Fig. 1: logic cells by family
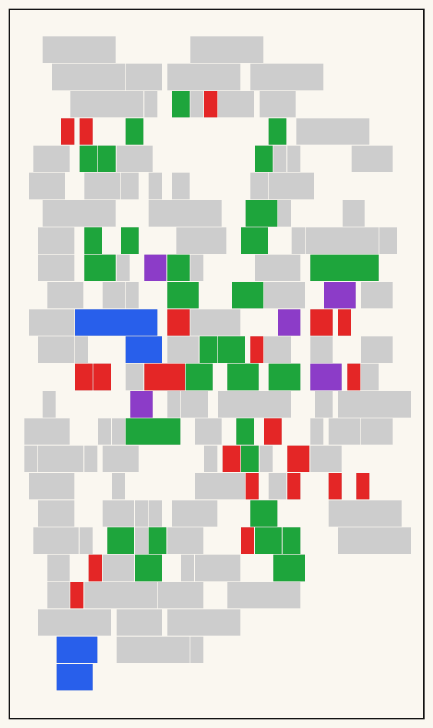
Fig. 2: register map, names as in the netlist
Scale bar: 10 um.
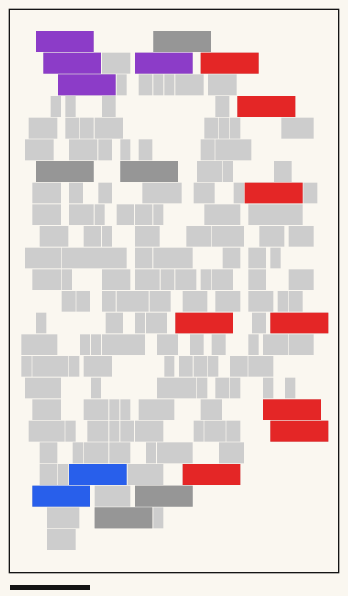
==> config.mk <==
export PLATFORM = sky130hd
export DESIGN_NAME = keypad_scan_flat
export DESIGN_NICKNAME = d
export VERILOG_FILES = /design/src/rtl/keypad_scan_if.sv /design/src/rtl/keypad_scan.sv /design/src/flat_wrapper.sv
export SDC_FILE = /design/constraint.sdc
export NUM_CORES = 1
export LEC_CHECK = 0
export CORE_ASPECT_RATIO = 1.75
export CORE_UTILIZATION = 45
export CTS_CLUSTER_SIZE = 40
export DETAILED_ROUTE_END_ITERATION = 10
export GPL_TIMING_DRIVEN = 0
export HOLD_SLACK_MARGIN = 0.12
export PLACE_DENSITY = 0.67
export SLEW_MARGIN = 20
export SYNTH_ARGS = -nofsm -noshare
export SYNTH_HDL_FRONTEND = slang
export SYNTH_SLANG_ARGS = --single-unit
==> constraint.sdc <==
create_clock -name clk -period 4.75 [get_ports clk]
set_clock_uncertainty 0.2 [all_clocks]
set_input_delay 0.95 -clock clk [delete_from_list [all_inputs] [get_ports clk]]
set_output_delay 0.95 -clock clk [all_outputs]
set_load 0.02 [all_outputs]
==> src/rtl/keypad_scan_if.sv <==
// keypad_scan_if: keypad matrix lines plus decoded key outputs
interface keypad_scan_if;
    logic [3:0] col_in;
    logic [3:0] row_drive;
    logic [3:0] key_code;
    logic       key_valid;
    logic       key_held;
    modport master (output col_in, input row_drive, key_code, key_valid, key_held);
    modport slave  (input col_in, output row_drive, key_code, key_valid, key_held);
endinterface

==> src/rtl/keypad_scan.sv <==
// keypad_scan: 4x4 row-strobed keypad scanner with press/release debouncing
module keypad_scan #(
    parameter int SETTLE   = 4,
    parameter int DEBOUNCE = 16
) (
    input logic          clk,
    input logic          rst,
    keypad_scan_if.slave kp
);
    typedef enum logic [1:0] {S_SCAN, S_DEBOUNCE, S_HELD} state_t;
    localparam logic [7:0] SETTLE_M1 = 8'(SETTLE - 1);
    localparam logic [8:0] DEB_LIM   = 9'(DEBOUNCE);
    state_t     state_q, state_d;
    logic [1:0] r_q, r_d, c_q, c_d;
    logic [7:0] cnt_q, cnt_d;
    logic [3:0] code_q, code_d;
    logic       valid_q, valid_d;
    logic [8:0] cnt_inc;
    logic [1:0] low_idx;
    assign cnt_inc = {1'b0, cnt_q} + 9'd1;
    assign low_idx = !kp.col_in[0] ? 2'd0 : !kp.col_in[1] ? 2'd1 : !kp.col_in[2] ? 2'd2 : 2'd3;
    // One counter serves settle, debounce and release; each state clears it on exit.
    always_comb begin
        state_d = state_q;
        r_d     = r_q;
        c_d     = c_q;
        cnt_d   = cnt_q;
        code_d  = code_q;
        valid_d = 1'b0;
        case (state_q)
            S_SCAN: begin
                if (cnt_q == SETTLE_M1) begin
                    cnt_d = '0;
                    if (&kp.col_in) begin
                        r_d = r_q + 2'd1;
                    end else begin
                        c_d     = low_idx;
                        cnt_d   = 8'd1;
                        state_d = S_DEBOUNCE;
                    end
                end else begin
                    cnt_d = cnt_q + 8'd1;
                end
            end
            S_DEBOUNCE: begin
                if (kp.col_in[c_q]) begin
                    cnt_d   = '0;
                    state_d = S_SCAN;
                end else if (cnt_inc >= DEB_LIM) begin
                    cnt_d   = '0;
                    code_d  = {r_q, c_q};
                    valid_d = 1'b1;
                    state_d = S_HELD;
                end else begin
                    cnt_d = cnt_q + 8'd1;
                end
            end
            S_HELD: begin
                if (!kp.col_in[c_q]) begin
                    cnt_d = '0;
                end else if (cnt_inc >= DEB_LIM) begin
                    cnt_d   = '0;
                    r_d     = r_q + 2'd1;
                    state_d = S_SCAN;
                end else begin
                    cnt_d = cnt_q + 8'd1;
                end
            end
            default: state_d = S_SCAN;
        endcase
    end
    always_ff @(posedge clk) begin
        if (rst) begin
            state_q <= S_SCAN;
            r_q     <= '0;
            c_q     <= '0;
            cnt_q   <= '0;
            code_q  <= '0;
            valid_q <= 1'b0;
        end else begin
            state_q <= state_d;
            r_q     <= r_d;
            c_q     <= c_d;
            cnt_q   <= cnt_d;
            code_q  <= code_d;
            valid_q <= valid_d;
        end
    end
    assign kp.row_drive = ~(4'b0001 << r_q);
    assign kp.key_code  = code_q;
    assign kp.key_valid = valid_q;
    assign kp.key_held  = state_q == S_HELD;
endmodule

==> src/flat_wrapper.sv <==
// flat-port wrapper written by rule: the top's interface ports become plain ports
module keypad_scan_flat 
#(
    parameter int SETTLE   = 4,
    parameter int DEBOUNCE = 16
)
  (clk, rst, kp_col_in, kp_row_drive, kp_key_code, kp_key_valid, kp_key_held);
  keypad_scan_if kp_i ();
  input logic clk;
  input logic rst;
  input wire logic [$bits(kp_i.col_in)-1:0] kp_col_in;
  output wire logic [$bits(kp_i.row_drive)-1:0] kp_row_drive;
  output wire logic [$bits(kp_i.key_code)-1:0] kp_key_code;
  output wire logic [$bits(kp_i.key_valid)-1:0] kp_key_valid;
  output wire logic [$bits(kp_i.key_held)-1:0] kp_key_held;
  assign kp_i.col_in = kp_col_in;
  assign kp_row_drive = kp_i.row_drive;
  assign kp_key_code = kp_i.key_code;
  assign kp_key_valid = kp_i.key_valid;
  assign kp_key_held = kp_i.key_held;
  keypad_scan #(.SETTLE(SETTLE), .DEBOUNCE(DEBOUNCE)) u_core (.clk(clk), .rst(rst), .kp(kp_i));
endmodule
==> results.txt <==
impl run done, here's what came out: Crit. End Element flop, combinational power 0.0726 mW, non-filler instance count after layout 186, Post-Syn Area 0.00121 mm^2, reg2reg path depth 7, Hold Path Stages 2, ys flops 19, buffers inserted by post-CTS timing repair 0, Clk. pwr 0.109 mW, first-pass GRT wire length 4660 um, Worst-Margin Slew 367 ps, combinational share of cell area 0.510, CTS tree yes, metal3 WL 73 um, die area 0.00291 mm^2, min-delay worst type flop to flop, Metal-1 WL 1060 um, routed vias/inst 5.63, Tapcell Cnt 26, register area 380 um^2, # setup viols final 0, fraction of area in registers 0.266, Worst Path Required 4680 ps, VDD IR max 0.189 mV, Hold Crit Start u_core.kp.key_code[1]$_SDFFE_PP0P_, Biggest Area Class logic gates, DP Cell Count 182, Routed WL 2730 um, final HPWL from detailed placement 2200 um, leading cell types by count after synthesis 19 x dfxtp_1, 14 x inv_1, 13 x nor2_1, setup ws final 1840 ps, busiest grt layer met2, Simple Share, Synth 0.210, slowest stage delay, CP 560 ps, Mapped Cells 142, drt pass-1 iters 4, max_cap viols 0, Post-synth mux share 0.0445, met2 routed WL 1530 um, Clock Sinks 19, crit share post-route 0.613, fraction of layout instances using a drive strength above 1 0.0813, Flop Count 19, CTS hold repair buffers 0, worst path cell trace clkdlybuf4s50_1, mux4_2, mux2i_1, o2111ai_1, nand2_1, o21bai_1, nor2_1, met1 global-route usage 0.245, Final ANT Viol Nets 0, Top logic family AND-OR/OR-AND gates, via count 1047, antenna diode count 0, Syn Nets 158, tool warning count 34, root buffer cell clkbuf_8, M3 GR Usage 0.0345, Sequential Power Share 0.492, Total Routing Usage GR 0.227, Top pwr grp registers, most numerous logic cells after layout 19 x dfxtp_1, 14 x inv_1, 14 x clkdlybuf4s50_1, area leader, netlist dfxtp_1, CP Depth 7, Max Freq 343 MHz, internal power 0.259 mW, crit start category input pin, worst rel slew slack 0.753, status completed, FP Util 0.480, Comb pwr share 0.203, fin area 0.00143 mm^2, # rows 24, Core Region 0.00252 mm^2, drt wl/cell 14.7 um, number of enable flip-flop cells 0, Mean Syn Cell Area 8.52 um^2, Starting DRT DRC Count 16, most frequent logic cell in the layout dfxtp_1, critical path arrival 2840 ps, vias in the first global route 1094, Adders+Majority by Area 0.103, Clock Tree Buf Depth 2, max-slew violations 0, boundary pin count 16, Setup CP Type input pin to flop, P_leak 0.557 nW, pre-CTS setup slack 1580 ps, Worst R2R Start u_core.cnt_q[0]$_SDFFE_PP0P_, Cell Type Count 47, max reg flops 8, fin nets 177, CTS Buf Count 3, Crit. Startpoint kp_col_in[0], TNS Setup 0 ps, Sw Ratio 0.276, Reg with most FFs u_core.cnt_q, P_sw 0.0987 mW, inverter count 14, Die Wd 41.2 um, WHS 256 ps, initial antenna violation count 0, R2R setup slack 2360 ps, Crit Path Max Fanout 5, CP bufs+invs 1, multi-input combinational cell area 728 um^2, synthesized chip area reported by yosys 0.00121 mm^2, Multi-In Gates 104, largest net degree at the start of global routing 11, Filler Cell Count 260
Back to the opening pictures, Fig. 1:
- purple: AND and OR gates (cells 5)
- green: inverting AOI/OAI gates (cells 30)
- red: NOR gates (cells 21)
- blue: multiplexers (cells 4)

Back to the opening pictures, Fig. 2:
- red: u_core.cnt_q (placed flops 8)
- blue: u_core.r_q (placed flops 2)
- purple: u_core.kp.key_code (placed flops 4; where top left)
- not colored: 5

No activity file was given, so power comes from the tool's default toggle rates.
